[config.mk]
export PLATFORM = sky130hd
export DESIGN_NAME = gemm_operand_ram_flat
export DESIGN_NICKNAME = d
export VERILOG_FILES = /design/src/rtl/gemm_operand_ram_if.sv /design/src/rtl/gemm_operand_ram.sv /design/src/flat_wrapper.sv
export SDC_FILE = /design/constraint.sdc
export NUM_CORES = 1
export LEC_CHECK = 0
export CORE_UTILIZATION = 35
export DETAILED_ROUTE_END_ITERATION = 12
export HOLD_SLACK_MARGIN = 0.05
export SLEW_MARGIN = 20
export SYNTH_ARGS = -nofsm -noshare
export SYNTH_HDL_FRONTEND = slang
export SYNTH_SLANG_ARGS = --single-unit
[constraint.sdc]
create_clock -name clk -period 9 [get_ports clk]
set_clock_uncertainty 0.1 [all_clocks]
set_input_delay 1.35 -clock clk [delete_from_list [all_inputs] [get_ports clk]]
set_output_delay 1.35 -clock clk [all_outputs]
set_load 0.05 [all_outputs]
[src/rtl/gemm_operand_ram_if.sv]
// gemm_operand_ram_if
//   Bundles the host load port, the stream control port and the stream
//   read-out of gemm_operand_ram.
//   master : host side (drives writes and start/mode/base, observes stream)
//   slave  : operand store side
//   Signals:
//     wr_en/wr_addr/wr_data      host write into the tile (row-major address)
//     start/mode/base            request one ROW (mode=0) or COL (mode=1) stream
//     busy                       stream in progress
//     rd_valid/rd_k/rd_data/done stream beat, element index, NCH lanes, last beat
interface gemm_operand_ram_if #(
  parameter int DW  = 8,
  parameter int DIM = 8,
  parameter int NCH = 2,
  parameter int AW  = $clog2(DIM * DIM),
  parameter int IW  = $clog2(DIM)
);
  logic              wr_en;
  logic [AW-1:0]     wr_addr;
  logic [DW-1:0]     wr_data;
  logic              start;
  logic              mode;
  logic [IW-1:0]     base;
  logic              busy;
  logic              rd_valid;
  logic [IW-1:0]     rd_k;
  logic [NCH*DW-1:0] rd_data;
  logic              done;

  modport master (
    output wr_en, wr_addr, wr_data, start, mode, base,
    input  busy, rd_valid, rd_k, rd_data, done
  );

  modport slave (
    input  wr_en, wr_addr, wr_data, start, mode, base,
    output busy, rd_valid, rd_k, rd_data, done
  );
endinterface

[src/rtl/gemm_operand_ram.sv]
// gemm_operand_ram
//   Writable DIM x DIM signed operand tile (row-major, addr = row*DIM + col)
//   that streams NCH rows or NCH columns in parallel to the MAC array, one
//   element per channel per cycle, with a one-cycle registered read.
//   Ports:
//     clk   rising-edge clock
//     rst_n asynchronous active-low reset (memory contents are retained)
//     bus   gemm_operand_ram_if.slave: host writes, start/mode/base,
//           busy, rd_valid, rd_k, rd_data, done
//   Channel i streams line base+i; a line past the tile edge yields zeros.
module gemm_operand_ram #(
  parameter int DW  = 8,
  parameter int DIM = 8,
  parameter int NCH = 2,
  parameter int AW  = $clog2(DIM * DIM),
  parameter int IW  = $clog2(DIM)
) (
  input  logic               clk,
  input  logic               rst_n,
  gemm_operand_ram_if.slave  bus
);

  localparam int DEPTH = DIM * DIM;
  // base + i reaches up to 2*DIM-2, so one extra bit keeps the edge test exact
  localparam int LW = IW + 1;
  localparam logic [AW:0]     DEPTH_L = (AW + 1)'(DEPTH);
  localparam logic [LW-1:0]   DIM_L   = LW'(DIM);
  localparam logic [IW-1:0]   K_LAST  = IW'(DIM - 1);

  typedef enum logic [1:0] {
    S_IDLE   = 2'd0,
    S_STREAM = 2'd1,
    S_DRAIN  = 2'd2
  } state_e;

  state_e            state_q, state_d;
  logic              mode_q, mode_d;
  logic [IW-1:0]     base_q, base_d;
  logic [IW-1:0]     k_q, k_d;
  logic              busy_q, busy_d;
  logic              rd_valid_q, rd_valid_d;
  logic              done_q, done_d;
  logic [IW-1:0]     rd_k_q, rd_k_d;
  logic [NCH*DW-1:0] rd_data_q, rd_data_d;

  logic [DW-1:0]     mem [DEPTH];
  logic              wr_fire_s;
  logic [LW-1:0]     line_s  [NCH];
  logic              pad_s   [NCH];
  logic [AW-1:0]     raddr_s [NCH];

  // Host writes only land while idle and inside the tile.
  always_comb begin
    wr_fire_s = 1'b0;
    if (bus.wr_en && (state_q == S_IDLE) && ({1'b0, bus.wr_addr} < DEPTH_L)) begin
      wr_fire_s = 1'b1;
    end else begin
      wr_fire_s = 1'b0;
    end
  end

  // Tile storage: no reset so the operands survive a reset of the control path.
  always_ff @(posedge clk) begin
    if (wr_fire_s) begin
      mem[bus.wr_addr] <= bus.wr_data;
    end
  end

  // Per-channel line index, edge flag and row-major read address.
  always_comb begin
    for (int i = 0; i < NCH; i++) begin
      line_s[i]  = {1'b0, base_q} + LW'(i);
      pad_s[i]   = (line_s[i] >= DIM_L);
      raddr_s[i] = '0;
      // Address is only formed for in-tile lines, where it is < DIM*DIM.
      if (pad_s[i]) begin
        raddr_s[i] = '0;
      end else if (mode_q) begin
        raddr_s[i] = AW'(k_q) * AW'(DIM) + AW'(line_s[i]);
      end else begin
        raddr_s[i] = AW'(line_s[i]) * AW'(DIM) + AW'(k_q);
      end
    end
  end

  // Stream FSM next state, address counter and next values of the outputs.
  always_comb begin
    state_d    = state_q;
    mode_d     = mode_q;
    base_d     = base_q;
    k_d        = k_q;
    busy_d     = busy_q;
    rd_valid_d = 1'b0;
    done_d     = 1'b0;
    rd_k_d     = rd_k_q;
    rd_data_d  = rd_data_q;
    case (state_q)
      S_IDLE: begin
        if (bus.start) begin
          state_d = S_STREAM;
          mode_d  = bus.mode;
          base_d  = bus.base;
          k_d     = '0;
          busy_d  = 1'b1;
        end else begin
          state_d = S_IDLE;
        end
      end
      S_STREAM: begin
        // Read issued now is presented next cycle as beat k.
        rd_valid_d = 1'b1;
        rd_k_d     = k_q;
        for (int i = 0; i < NCH; i++) begin
          if (pad_s[i]) begin
            rd_data_d[i*DW +: DW] = '0;
          end else begin
            rd_data_d[i*DW +: DW] = mem[raddr_s[i]];
          end
        end
        if (k_q == K_LAST) begin
          state_d = S_DRAIN;
          done_d  = 1'b1;
          k_d     = '0;
        end else begin
          k_d = k_q + IW'(1);
        end
      end
      S_DRAIN: begin
        // Last beat is on the outputs this cycle; busy falls after it.
        state_d = S_IDLE;
        busy_d  = 1'b0;
      end
      default: begin
        state_d = S_IDLE;
        busy_d  = 1'b0;
      end
    endcase
  end

  // State and output registers; reset aborts any stream without a done pulse.
  always_ff @(posedge clk or negedge rst_n) begin
    if (!rst_n) begin
      state_q    <= S_IDLE;
      mode_q     <= 1'b0;
      base_q     <= '0;
      k_q        <= '0;
      busy_q     <= 1'b0;
      rd_valid_q <= 1'b0;
      done_q     <= 1'b0;
      rd_k_q     <= '0;
      rd_data_q  <= '0;
    end else begin
      state_q    <= state_d;
      mode_q     <= mode_d;
      base_q     <= base_d;
      k_q        <= k_d;
      busy_q     <= busy_d;
      rd_valid_q <= rd_valid_d;
      done_q     <= done_d;
      rd_k_q     <= rd_k_d;
      rd_data_q  <= rd_data_d;
    end
  end

  assign bus.busy     = busy_q;
  assign bus.rd_valid = rd_valid_q;
  assign bus.rd_k     = rd_k_q;
  assign bus.rd_data  = rd_data_q;
  assign bus.done     = done_q;

endmodule

[src/flat_wrapper.sv]
// flat-port wrapper written by rule: the top's interface ports become plain ports
module gemm_operand_ram_flat 
#(
  parameter int DW  = 8,
  parameter int DIM = 8,
  parameter int NCH = 2,
  parameter int AW  = $clog2(DIM * DIM),
  parameter int IW  = $clog2(DIM)
)
  (clk, rst_n, bus_wr_en, bus_wr_addr, bus_wr_data, bus_start, bus_mode, bus_base, bus_busy, bus_rd_valid, bus_rd_k, bus_rd_data, bus_done);
  gemm_operand_ram_if #(.DW(DW), .DIM(DIM), .NCH(NCH), .AW(AW), .IW(IW)) bus_i ();
  input  logic clk;
  input  logic rst_n;
  input wire logic [$bits(bus_i.wr_en)-1:0] bus_wr_en;
  input wire logic [$bits(bus_i.wr_addr)-1:0] bus_wr_addr;
  input wire logic [$bits(bus_i.wr_data)-1:0] bus_wr_data;
  input wire logic [$bits(bus_i.start)-1:0] bus_start;
  input wire logic [$bits(bus_i.mode)-1:0] bus_mode;
  input wire logic [$bits(bus_i.base)-1:0] bus_base;
  output wire logic [$bits(bus_i.busy)-1:0] bus_busy;
  output wire logic [$bits(bus_i.rd_valid)-1:0] bus_rd_valid;
  output wire logic [$bits(bus_i.rd_k)-1:0] bus_rd_k;
  output wire logic [$bits(bus_i.rd_data)-1:0] bus_rd_data;
  output wire logic [$bits(bus_i.done)-1:0] bus_done;
  assign bus_i.wr_en = bus_wr_en;
  assign bus_i.wr_addr = bus_wr_addr;
  assign bus_i.wr_data = bus_wr_data;
  assign bus_i.start = bus_start;
  assign bus_i.mode = bus_mode;
  assign bus_i.base = bus_base;
  assign bus_busy = bus_i.busy;
  assign bus_rd_valid = bus_i.rd_valid;
  assign bus_rd_k = bus_i.rd_k;
  assign bus_rd_data = bus_i.rd_data;
  assign bus_done = bus_i.done;
  gemm_operand_ram #(.DW(DW), .DIM(DIM), .NCH(NCH), .AW(AW), .IW(IW)) u_core (.clk(clk), .rst_n(rst_n), .bus(bus_i));
endmodule
Fig. 1: run 1, cell density map
(1.5 px per µm) 28 x 28 tiles, from black (low) to pale yellow (high), 0 to 100% covered.
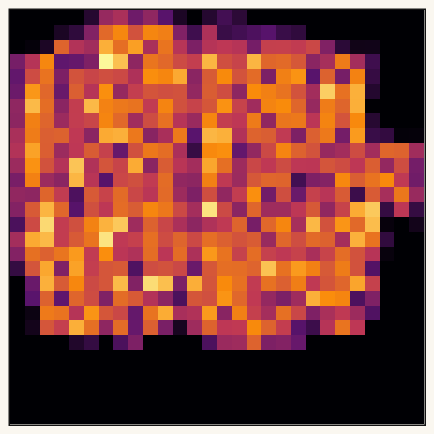
tiles over 75% full	8.2%
nearly empty tiles	30%
fullest tile	98%

Fig. 2: run 1, pin map
(1.5 px per µm) Pins as bars across the die edge, other pins in gray.
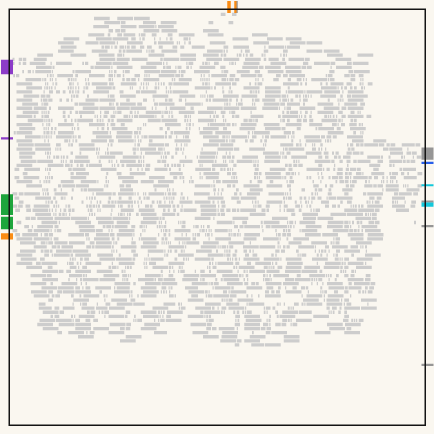
port	color	pins	direction	edge
bus_done	blue	1	output	right
bus_rd_data	green	16	output	left
bus_rd_k	cyan	3	output	right
bus_wr_addr	orange	6	input	3 top, 3 left
bus_wr_data	purple	8	input	left
all pins by edge	27 left, 13 right, 4 top
chip width: 276 µm
IO Port Bufs: 43
DIE HEIGHT: 276 µm

Fig. 3: run 1, signal wires by layer
(1 px per µm)
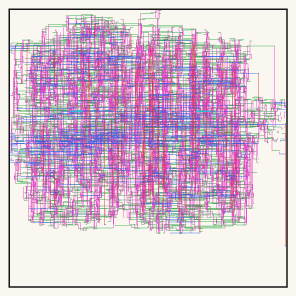
layer	color	wire length
M5	cyan	22.1 µm
M1	green	35.9 mm
M2	magenta	40.9 mm
M3	blue	9470 µm
M4	red	3870 µm
final WL: 90.2 mm
aggregate global-route resource usage: 0.230
post-DR wirelength/cell: 27.1 µm
vias after detailed routing: 20073

==> PnR_summary.wiki, run 1 <==
== Run summary ==
{| class="wikitable"
! Metric !! Value
|-
| Cells on worst reg2reg path || 10
|-
| GPL Wtd Cong || 0.942
|-
| Dominant logic cell types in the final layout || 609 x sky130_fd_sc_hd__nand2_1, 512 x sky130_fd_sc_hd__edfxtp_1, 200 x sky130_fd_sc_hd__mux2i_1
|-
| Kind of end point of the critical path || flip-flop
|-
| Placement Cell Area || 27700 µm²
|-
| Part of the total power dissipated in combinational logic || 0.563
|-
| Post-synth net total || 2359
|-
| Core Density at Floorplan || 0.354
|-
| Critical path fanouts, max || 140
|-
| Hold path cells || 2
|-
| Boundary Pins || 44
|-
| Detailed-routing iteration count for the pre-antenna-repair pass || 7
|-
| Top cells by count, synth || 609 x sky130_fd_sc_hd__nand2_1, 512 x sky130_fd_sc_hd__edfxtp_1, 202 x sky130_fd_sc_hd__mux2i_1, 177 x sky130_fd_sc_hd__a21oi_1, 85 x sky130_fd_sc_hd__clkbuf_1
|-
| Most used flip-flop cell || sky130_fd_sc_hd__edfxtp_1
|-
| Part of the Yosys area used for sequential elements || 0.613
|-
| Power in combinational cells || 6890 µW
|-
| Transition time at the pin with the least slew margin || 1.19 ns
|-
| Launch point of the critical path || u_core.mode_q
|-
| Status || finished, final reports clean
|-
| Worst-case register-to-register setup slack || 3.98 ns
|-
| DPL Wire Length || 55.5 mm
|-
| Max Buffers Root-to-Sink || 3
|-
| Row count || 100
|-
| Largest incremental delay on the critical path || 1.00 ns
|-
| Final non-clock buffer share || 0.0265
|-
| Number of flops mapped to enable cells by yosys || 512
|-
| Wire length on met1 || 35.9 mm
|-
| Ratio of cells with drive above 1 in the final layout || 0.0865
|-
| Register area || 16200 µm²
|-
| Final Slew Violations || 0
|-
| Filler-free cell count of the finished design || 3328
|-
| Number of non-clock buffers || 94
|-
| Flop share of the area || 0.546
|-
| Crit-path slowest cell || sky130_fd_sc_hd__o41ai_1
|-
| Peak clock frequency supported by timing || 199 MHz
|-
| Antenna Cells || 0
|-
| Count of nets left with antenna violations after detail routing || 0
|-
| Proportion of power drawn by the clock network || 0.194
|-
| Required time of the critical path || 9.32 ns
|-
| Number of global-route vias before repair || 19323
|-
| Group drawing the most power || combinational cells
|-
| Top area cell types || sky130_fd_sc_hd__edfxtp_1 58%, sky130_fd_sc_hd__nand2_1 8.7%, sky130_fd_sc_hd__mux2i_1 7.7%
|-
| Number of tap cells added at floorplan || 969
|-
| Total of hold buffers inserted after clock tree synthesis || 0
|-
| Switching power total || 5950 µW
|-
| Clock tree root driver cell || sky130_fd_sc_hd__clkbuf_16
|-
| Setup Total Neg Slack || 0 ns
|-
| Highest metal layer used by the detailed router || met5
|-
| Met2 global-route usage || 0.360
|-
| Dominant cell type by area after synthesis || sky130_fd_sc_hd__edfxtp_1
|}
run 1: logic make-up (layout without fill, tap and decap cells):
kind of cell	count (synthesis)	count (layout)	share of synthesized area
compound gates	446	446	0.111
buf+inv	207	234	0.0331
simple gates	894	894	0.145
fa+ha+maj	5	5	0.00238
flops	543	543	0.613
xor+xnor	2	2	0.000665
mux	235	235	0.0945
run 1: registers in the layout, summed over array words and instances (netlist names):
register	count
u_core.base_q	3
u_core.bus.busy	1
u_core.bus.done	1
u_core.bus.rd_data	16
u_core.bus.rd_k	3
u_core.bus.rd_valid	1
u_core.k_q	3
u_core.mem	512
u_core.mode_q	1
u_core.state_q	2
run 1: stage by stage:
step                power (µW)  hold WS [ns]
floorplan                 7210         0.350
global route             12600         0.405
global placement          9640         0.358
finish                   12200         0.372
detailed placement        9700         0.368
CTS                      12100         0.382
Fig. 4: run 1, clock routing
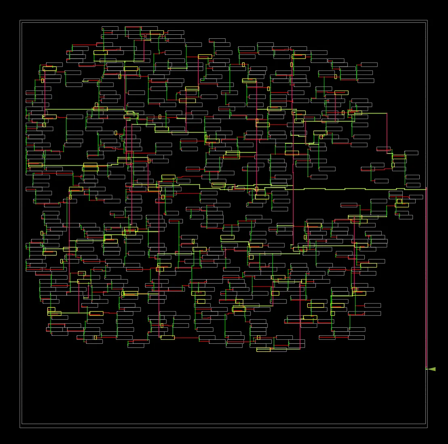

## Run 2: what changed since run 1
clock period = 4.5 ns   (was 9 ns; I/O delays follow)
Fig. 5: run 2, clock routing
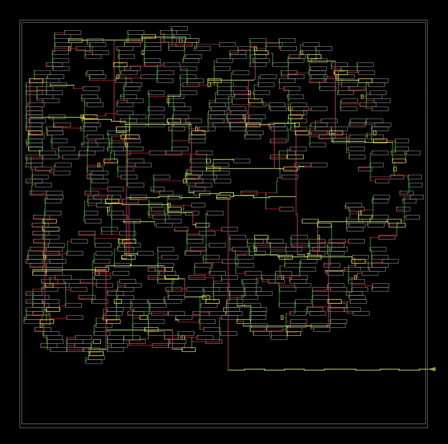
clk sinks: 543
clock buf count: 75
power in the clock group: 4500 µW
CTS buffer count: 55
sequential cell count: 543

Fig. 6: run 2, cells colored by class
(1 px per µm)
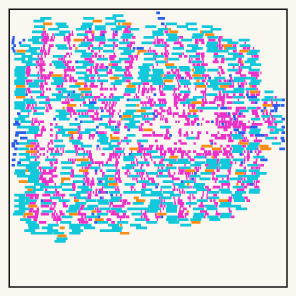
class	color	cells
registers	cyan	543
clock drivers and dummy loads	orange	101
remaining buffers and delay cells	blue	120
remaining logic cells	magenta	1620
Final Util: 0.400
standard cell core area: 74400 µm²

==> run 2 against run 1 <==
  * Non-clock buffer count grew 26
  * Maximum frequency grew 27%
  * Combinational power grew 100%
  * Final cell count grew 0.75%
  * Largest power group unchanged
  * Area after synthesis is the same
  * Power grew 99%
  * Count of clock-buffer cells in the layout is the same
  * Utilization grew 0.24 points
  * Die size is the same
  * Cell area grew 0.61%
==> PnR_summary.wiki, run 2 <==
== Run summary ==
{| class="wikitable"
! Metric !! Value
|-
| Largest register by flop count || u_core.mem (unchanged)
|-
| Transition time at the pin with the least slew margin || 1.17 ns (was 1.19 ns)
|-
| Filler-free cell count of the finished design || 3353 (was 3328)
|-
| Number of non-clock buffers || 120 (was 94)
|-
| Final WL || 92.8 mm (was 90.2 mm)
|-
| Row count || 100 (unchanged)
|-
| Number of flops mapped to enable cells by yosys || 512 (unchanged)
|-
| Detailed-routing iteration count for the pre-antenna-repair pass || 6 (was 7)
|-
| Most used flip-flop cell || sky130_fd_sc_hd__edfxtp_1 (unchanged)
|-
| Worst-case register-to-register setup slack || 0.54 ns (was 3.98 ns)
|-
| Cells on worst reg2reg path || 9 (was 10)
|-
| Placement Cell Area || 28000 µm² (was 27700 µm²)
|-
| Max Buffers Root-to-Sink || 3 (unchanged)
|-
| DPL Wire Length || 61.3 mm (was 55.5 mm)
|-
| Number of flip-flops under the largest register name || 512 (unchanged)
|-
| Setup Total Neg Slack || 0 ns (unchanged)
|-
| Worst Hold Margin || 0.377 ns (was 0.372 ns)
|-
| Wire length on met1 || 37.8 mm (was 35.9 mm)
|-
| Dominant cell type by area after synthesis || sky130_fd_sc_hd__edfxtp_1 (unchanged)
|-
| Boundary Pins || 44 (unchanged)
|-
| Largest incremental delay on the critical path || 0.73 ns (was 1.00 ns)
|-
| Launch point of the critical path || u_core.base_q[0] (was u_core.mode_q)
|-
| Status || finished, final reports clean (unchanged)
|-
| Met2 global-route usage || 0.374 (was 0.360)
|-
| Critical path fanouts, max || 40 (was 140)
|-
| Final non-clock buffer share || 0.0366 (was 0.0265)
|-
| Chip width || 276 µm (unchanged)
|-
| Core Density at Floorplan || 0.354 (unchanged)
|-
| Final Slew Violations || 0 (unchanged)
|-
| Total of hold buffers inserted after clock tree synthesis || 1 (was 0)
|}
run 2: cell counts after synthesis:
Identical to the previous run, type by type.
run 2: cells by family after synthesis:
group                    Yosys count  synth area share
AND-OR/OR-AND                    446             0.111
XOR/XNOR                           2          0.000665
adder cells (fa/ha/maj)            5           0.00238
buffers and inverters            207            0.0331
flip-flops                       543             0.613
multiplexers                     235            0.0945
AND/OR/NAND/NOR                  894             0.145
run 2: where the power goes:
part / switching [µW] / leakage [µW] / internal [µW]
registers: 249 / 0.00498 / 5700
clock network: 1980 / 0.000846 / 2520
logic: 9530 / 0.00463 / 4370
run 2: worst max-delay path, delay by kind of cell (launching register included):
kind                   cells  cell delay [ns]
flip-flops                 1             0.61
buffers and inverters      2             0.65
AND-OR/OR-AND              3             1.12
AND/OR/NAND/NOR            4             1.33
Fig. 7: run 2, pin map
(1.5 px per µm) Pins as bars across the die edge, other pins in gray.
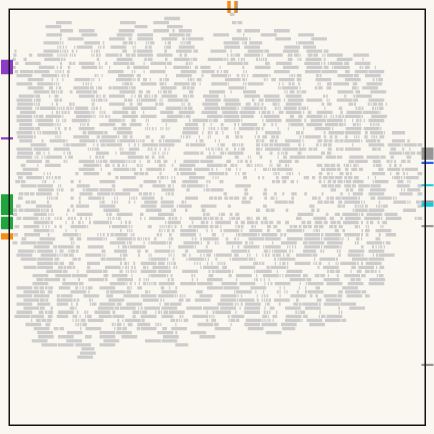

## Run 3: what changed since run 2
CTS_CLUSTER_DIAMETER = 150   (was default)
CTS_CLUSTER_SIZE = 10   (was default)
Fig. 8: run 3, pin map
(1.5 px per µm) Pins as bars across the die edge, other pins in gray.
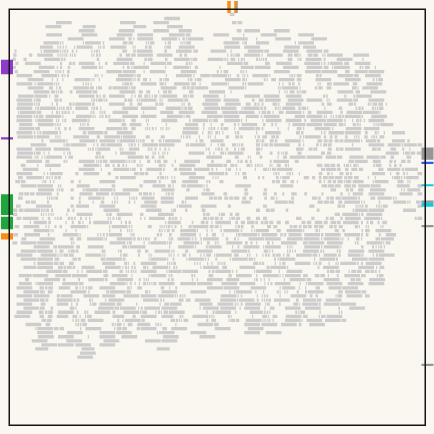
port	color	pins	direction	edge
bus_rd_data	green	16	output	left
bus_wr_data	purple	8	input	left
bus_rd_k	cyan	3	output	right
bus_done	blue	1	output	right
bus_wr_addr	orange	6	input	3 top, 3 left

Fig. 9: run 3, clock routing
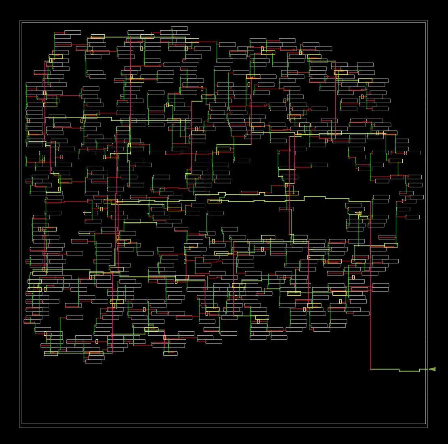
power in the clock group: 4520 µW
clock buf count: 110
source-to-sink clock delay at the later pin of the worst-skew pair: 0.64 ns

==> run 3 against run 2 <==
  * Hold slack worse by 0.00094 ns
  * Critical path depth stayed put
  * Clock power about the same
  * Synthesized cell count unchanged
  * Cell area hardly changed
  * Power barely moved
  * Final cell count increased by 0.36%
  * Count of clock-buffer cells in the layout increased by 35
  * Global-route usage increased by 0.088 points
  * Sequential power hardly changed
  * Combinational power hardly changed
  * Largest power group unchanged
  * Highest routed layer unchanged
==> PnR_summary.wiki, run 3 <==
== Run summary ==
{| class="wikitable"
! Metric !! Value
|-
| Status || finished, final reports clean (unchanged)
|-
| Reg power frac || 0.244 (about the same)
|-
| Most used flip-flop cell || sky130_fd_sc_hd__edfxtp_1 (unchanged)
|-
| DPL Wire Length || 61.3 mm (unchanged)
|-
| Clk sinks || 543 (unchanged)
|-
| Aggregate global-route resource usage || 0.238 (was 0.237)
|-
| Family with the most delay on the worst path || simple AND/OR/NAND/NOR gates (unchanged)
|-
| Crit-path slowest cell || sky130_fd_sc_hd__o41ai_1 (unchanged)
|-
| Dominant cell type by area after synthesis || sky130_fd_sc_hd__edfxtp_1 (unchanged)
|-
| Top area cell types || sky130_fd_sc_hd__edfxtp_1 58%, sky130_fd_sc_hd__nand2_1 8.7%, sky130_fd_sc_hd__mux2i_1 7.7% (unchanged)
|-
| Number of global-route vias before repair || 19481 (was 19501)
|-
| Required time of the critical path || 4.85 ns (was 4.88 ns)
|-
| Clock tree root driver cell || sky130_fd_sc_hd__clkbuf_16 (unchanged)
|-
| Transition time at the pin with the least slew margin || 1.11 ns (was 1.17 ns)
|-
| Final WL || 93.1 mm (was 92.8 mm)
|-
| Standard cell core area || 74400 µm² (unchanged)
|-
| Chip width || 276 µm (unchanged)
|-
| Peak clock frequency supported by timing || 249 MHz (was 253 MHz)
|-
| Count of nets left with antenna violations after detail routing || 0 (unchanged)
|-
| Part of the Yosys area used for sequential elements || 0.613 (unchanged)
|-
| Top cells by count, synth || 609 x sky130_fd_sc_hd__nand2_1, 512 x sky130_fd_sc_hd__edfxtp_1, 202 x sky130_fd_sc_hd__mux2i_1, 177 x sky130_fd_sc_hd__a21oi_1, 85 x sky130_fd_sc_hd__clkbuf_1 (unchanged)
|-
| IO Port Bufs || 43 (unchanged)
|-
| Total of hold buffers inserted after clock tree synthesis || 1 (unchanged)
|-
| Sum of buffers and inverters on the critical path || 2 (unchanged)
|}
==> run 3: area by class of cell <==
type                            instances  area, µm²
Timing Repair Buffer                  120       1090
Clock buffer                          110       1690
Multi-Input combinational cell       1582       9420
Clock inverter                          3       58.8
Sequential cell                       543      16200
Fill cell                            6965      44700
Tap cell                              969       1210
Inverter                               38        143
==> run 3: per-stage QoR <==
step / util / power (µW)
2_1_floorplan: - / 14400
3_3_place_gp: 0.376 / 19400
3_5_place_dp: 0.376 / 19500
4_1_cts: 0.399 / 24000
5_1_grt: 0.400 / 25200
6_report: 0.400 / 24400
==> run 3: per-layer routing <==
layer	global-route usage	share of wire	vias up
met4	0.0910	0.039	2
met1	0.322	0.41	10145
li1	-	-	8754
met3	0.0466	0.089	194
met2	0.377	0.46	1102
met5	0	0.00013	-
Power figures rest on the tool's default switching activity, not on a simulated workload.
